==> run_1/met2.png <==
Scale: 6 px per um.
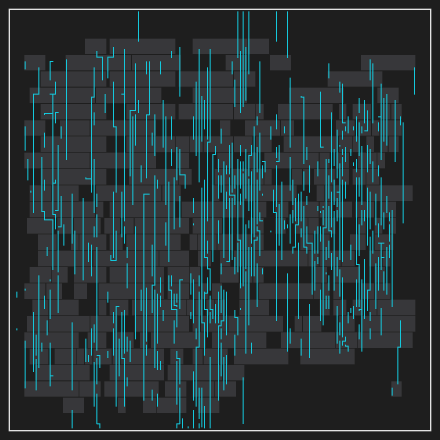
==> run_1/cell_classes.png <==
Scale: 6 px per um. Fill, decap, tap and diode cells in gray.
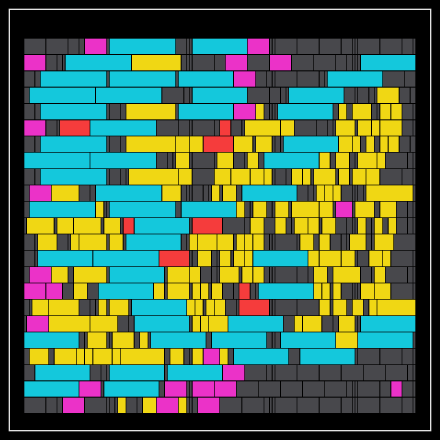
==> run_1/final_clocks.png <==
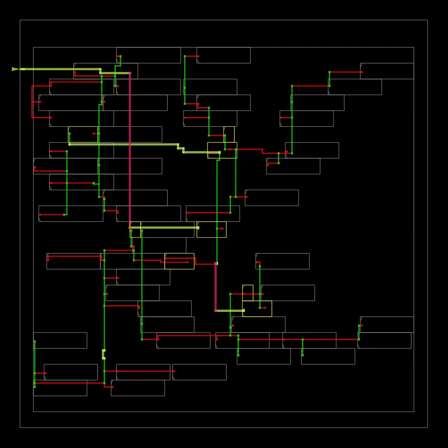
==> run_1/port_nets.png <==
Scale: 6 px per um.
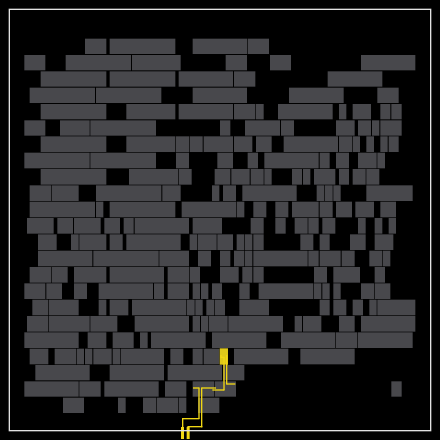
==> config.mk <==
export PLATFORM = sky130hd
export DESIGN_NAME = ack_requester
export DESIGN_NICKNAME = d
export VERILOG_FILES = /design/src/rtl/ack_bus_pkg.sv /design/src/rtl/ack_tag_fifo.sv /design/src/rtl/ack_requester.sv
export SDC_FILE = /design/constraint.sdc
export NUM_CORES = 1
export LEC_CHECK = 0
export CORE_MARGIN = 2
export CORE_UTILIZATION = 57
export CTS_CLUSTER_DIAMETER = 150
export CTS_CLUSTER_SIZE = 24
export DETAILED_ROUTE_END_ITERATION = 10
export PLACE_DENSITY = 0.8
export SLEW_MARGIN = 0
export SYNTH_ARGS = -nofsm -noshare
export SYNTH_HDL_FRONTEND = slang
export SYNTH_HIERARCHICAL = 1
export SYNTH_SLANG_ARGS = --single-unit
export TNS_END_PERCENT = 5
==> constraint.sdc <==
create_clock -name clk -period 4.1 [get_ports clk]
set_clock_uncertainty 0.1 [all_clocks]
set_input_delay 1.025 -clock clk [delete_from_list [all_inputs] [get_ports clk]]
set_output_delay 1.025 -clock clk [all_outputs]
set_load 0.1 [all_outputs]
==> reports/metrics.csv, run 1 <==
metric,value,unit
status,finished clean,
Post-synth mux share,6.25,%
RSZ-0062 raised after global routing,no,
post-synthesis sequential area ratio,54.7,%
Top Consumer,combinational logic,
leading area contributor after synthesis,dfrtp_1,
inverter count,14,
LEAKAGE,1.14,nW
Area after DPL,2740,sq um
most common library cells after synthesis,"dfrtp_1, edfxtp_1, nand2_1, nor2_1, inv_1",
Clk network pwr share,15.0,%
Final Instance Count excl. Fillers,286,
# Cells Yosys,210,
Storage cell area,1360,sq um
hold slack final,0.367,ns
final setup margin,0.986,ns
fmax,0.321,GHz
routed wl met2,2260,um
multi-input logic portion of the cell area,36.9,%
"Hold Violations, Final",0,
Post-synth EDFFs,16,
non-clock buffer count,24,
Hold Path Class,reg2reg,
pre-CTS setup slack,0.767,ns
Clock Sink Count,51,
number of nets with antenna violations after routing,0,
Synth Area in XOR/XNOR,3.88,%
Synth logic family,simple AND/OR/NAND/NOR gates,
WL met1,1930,um
Comb gates,139,
maximum vdd drop,0.000584,V
adder share,3.83,%
Comb group,0.770,mW
HPWL after DPL,3280,um
About met2.png:
- nets with wire on the layer: 221
- main direction: vertical
- share of all routed wire: 51%
total number of vias: 1,714
WL final: 4440 um
GRT met2 Usage: 34.6%

About cell_classes.png:
- red: clock drivers and dummy loads (cells 8; share of their area 3.0%)
- cyan: flip-flops (cells 51; share of their area 49%)
- magenta: other buffers and delay cells (cells 24; share of their area 8.2%)
- yellow: all other logic (cells 153; share of their area 40%)
Final Util: 69.2%
# rows: 23
flop share of the area: 48.0%
final instance area: 2830 sq um
core area: 4090 sq um

About final_clocks.png:
Worst-Skew Late Latency: 0.29 ns
Clk. pwr: 0.266 mW
seq_cells: 51

About port_nets.png:
- yellow: winner_source_id (bits 2; direction input; edge bottom; end cells 1; buffers 2; wire 35.8 um)
I/O pins: 24
PortBufs: 23

[run 1: placed cells by master (no fill, tap or decap), types with 2 or more instances in the layout]
cell type        instances
a21oi_1                  7
a31oi_1                  5
and2_2                   3
and3_1                   7
buf_4                    3
clkbuf_8                 5
clkdlybuf4s50_1         20
clkinvlp_2               3
dfrtp_1                 35
edfxtp_1                16
ha_1                     6
inv_1                   14
mux2i_1                  5
mux4_2                   4
nand2_1                 15
nand2b_1                 3
nand3_1                  6
nand4_1                  5
nor2_1                  15
nor3_1                   6
nor4_1                   5
o21ai_0                  5
o32ai_1                  2
or4_1                    2
xnor2_1                  8
xor2_1                   3
[run 1: per-layer routing]
layer / GRT usage (%) / vias to the layer above
li1: - / 817
met1: 24.2 / 842
met2: 34.6 / 47
met3: 4.62 / 8
met4: 7.05 / 0
met5: 0 / -
--- run 2 (diff from run 1) ---
--- a/config.mk
+++ b/config.mk
@@ -6,11 +6,11 @@
 export NUM_CORES = 1
 export LEC_CHECK = 0
 export CORE_MARGIN = 2
-export CORE_UTILIZATION = 57
+export CORE_UTILIZATION = 51
 export CTS_CLUSTER_DIAMETER = 150
 export CTS_CLUSTER_SIZE = 24
 export DETAILED_ROUTE_END_ITERATION = 10
-export PLACE_DENSITY = 0.8
+export PLACE_DENSITY = 0.75
 export SLEW_MARGIN = 0
 export SYNTH_ARGS = -nofsm -noshare
 export SYNTH_HDL_FRONTEND = slang
==> constraint.sdc (replaced) <==
create_clock -name clk -period 2.8 [get_ports clk]
set_clock_uncertainty 0.1 [all_clocks]
set_input_delay 0.7 -clock clk [delete_from_list [all_inputs] [get_ports clk]]
set_output_delay 0.7 -clock clk [all_outputs]
set_load 0.1 [all_outputs]
==> run_2/cell_classes.png <==
Scale: 4 px per um. Fill, decap, tap and diode cells in gray.
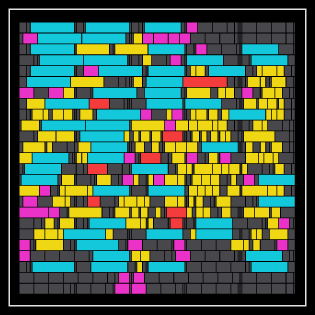
- cyan: flip-flops (cells 51; share of their area 47%)
- yellow: all other logic (cells 153; share of their area 38%)
- magenta: other buffers and delay cells (cells 36; share of their area 11%)
- red: clock drivers and dummy loads (cells 8; share of their area 4.0%)
Final Util: 63.1%
flop share of the area: 46.2%
# rows: 25
core area: 4690 sq um
final instance area: 2960 sq um

==> run_2/met2.png <==
Scale: 6 px per um.
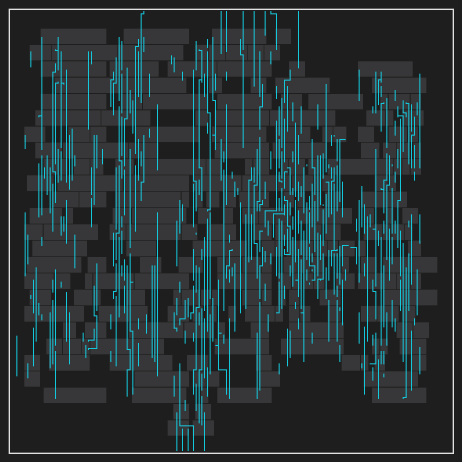
- nets with wire on the layer: 227
- longest straight run: 27.2 um
- main direction: vertical
- wire length on this layer: 2,440 um
WL final: 4580 um
GRT met2 Usage: 32.2%
total number of vias: 1,729

==> reports/metrics.csv, run 2 <==
metric,value,unit,change
pre-CTS setup slack,-0.00102,ns,-0.768 ns
multi-input logic portion of the cell area,35.5,%,-1.4 points
# Cells Yosys,210,,unchanged
WL met1,1910,um,-1.0%
hold slack final,0.383,ns,+0.0161 ns
PortBufs,23,,unchanged
I/O pins,24,,unchanged
routed wl met2,2440,um,+8.2%
Post-synth mux share,6.25,%,unchanged
Hold Path Class,reg2reg,,
non-clock buffer count,36,,+50%
RSZ-0062 raised after global routing,no,,
most numerous logic cell after layout,dfrtp_1,,
status,finished clean,,
Clock Sink Count,51,,unchanged
crit path buf inv count,1,,
fill cell count,379,,
Comb power frac,42.8,%,
adder share,3.83,%,unchanged
inverter count,14,,unchanged
r2r setup slk,0.23,ns,
Final Instance Count excl. Fillers,302,,+5.6%
number of nets with antenna violations after routing,0,,unchanged
maximum vdd drop,0.000797,V,+37%
final setup margin,0.234,ns,-0.752 ns
Highest Signal Layer,met4,,
Post-synth EDFFs,16,,unchanged
seq_cells,51,,unchanged
dominant logic cell types in the final layout,"dfrtp_1, buf_4, edfxtp_1",,
sequential power share,38.9,%,
HPWL after DPL,3570,um,+8.9%
Synth logic family,simple AND/OR/NAND/NOR gates,,
Synth Area in XOR/XNOR,3.88,%,unchanged
fmax,0.390,GHz,
Clk network pwr share,18.3,%,+3.3 points
Storage cell area,1370,sq um,+0.83%
Area after DPL,2850,sq um,+3.8%
Worst-Skew Late Latency,0.29,ns,about the same
Comb gates,139,,unchanged
==> run_2/port_nets.png <==
Scale: 4 px per um.
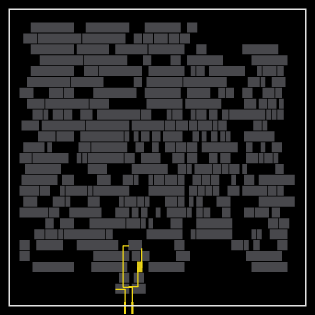
- yellow: winner_source_id (bits 2; direction input; edge bottom; end cells 1; buffers 2; wire 35.8 um)

## run 2: cells by family after synthesis
logic type               after synthesis
AND-OR/OR-AND                         33
AND/OR/NAND/NOR                       78
XOR/XNOR                              11
flip-flops                            51
multiplexers                          10
adder cells (fa/ha/maj)                7
buffers and inverters                 20
## run 2: power groups by stage
stage / clock, mW / sequential (mW) / combinational (mW)
2_1_floorplan: 0 / 1.42 / 0.559
3_3_place_gp: 0 / 1.10 / 1.18
3_5_place_dp: 0 / 1.10 / 1.19
4_1_cts: 0.522 / 1.09 / 1.20
5_1_grt: 0.565 / 1.11 / 1.28
6_report: 0.509 / 1.08 / 1.19
## run 2: metal layers
metal,global-route usage (%),vias to the layer above
met5,0,-
met2,32.2,35
li1,-,842
met3,4.53,6
met1,23.3,846
met4,6.67,0
Power figures rest on the tool's default switching activity, not on a simulated workload.
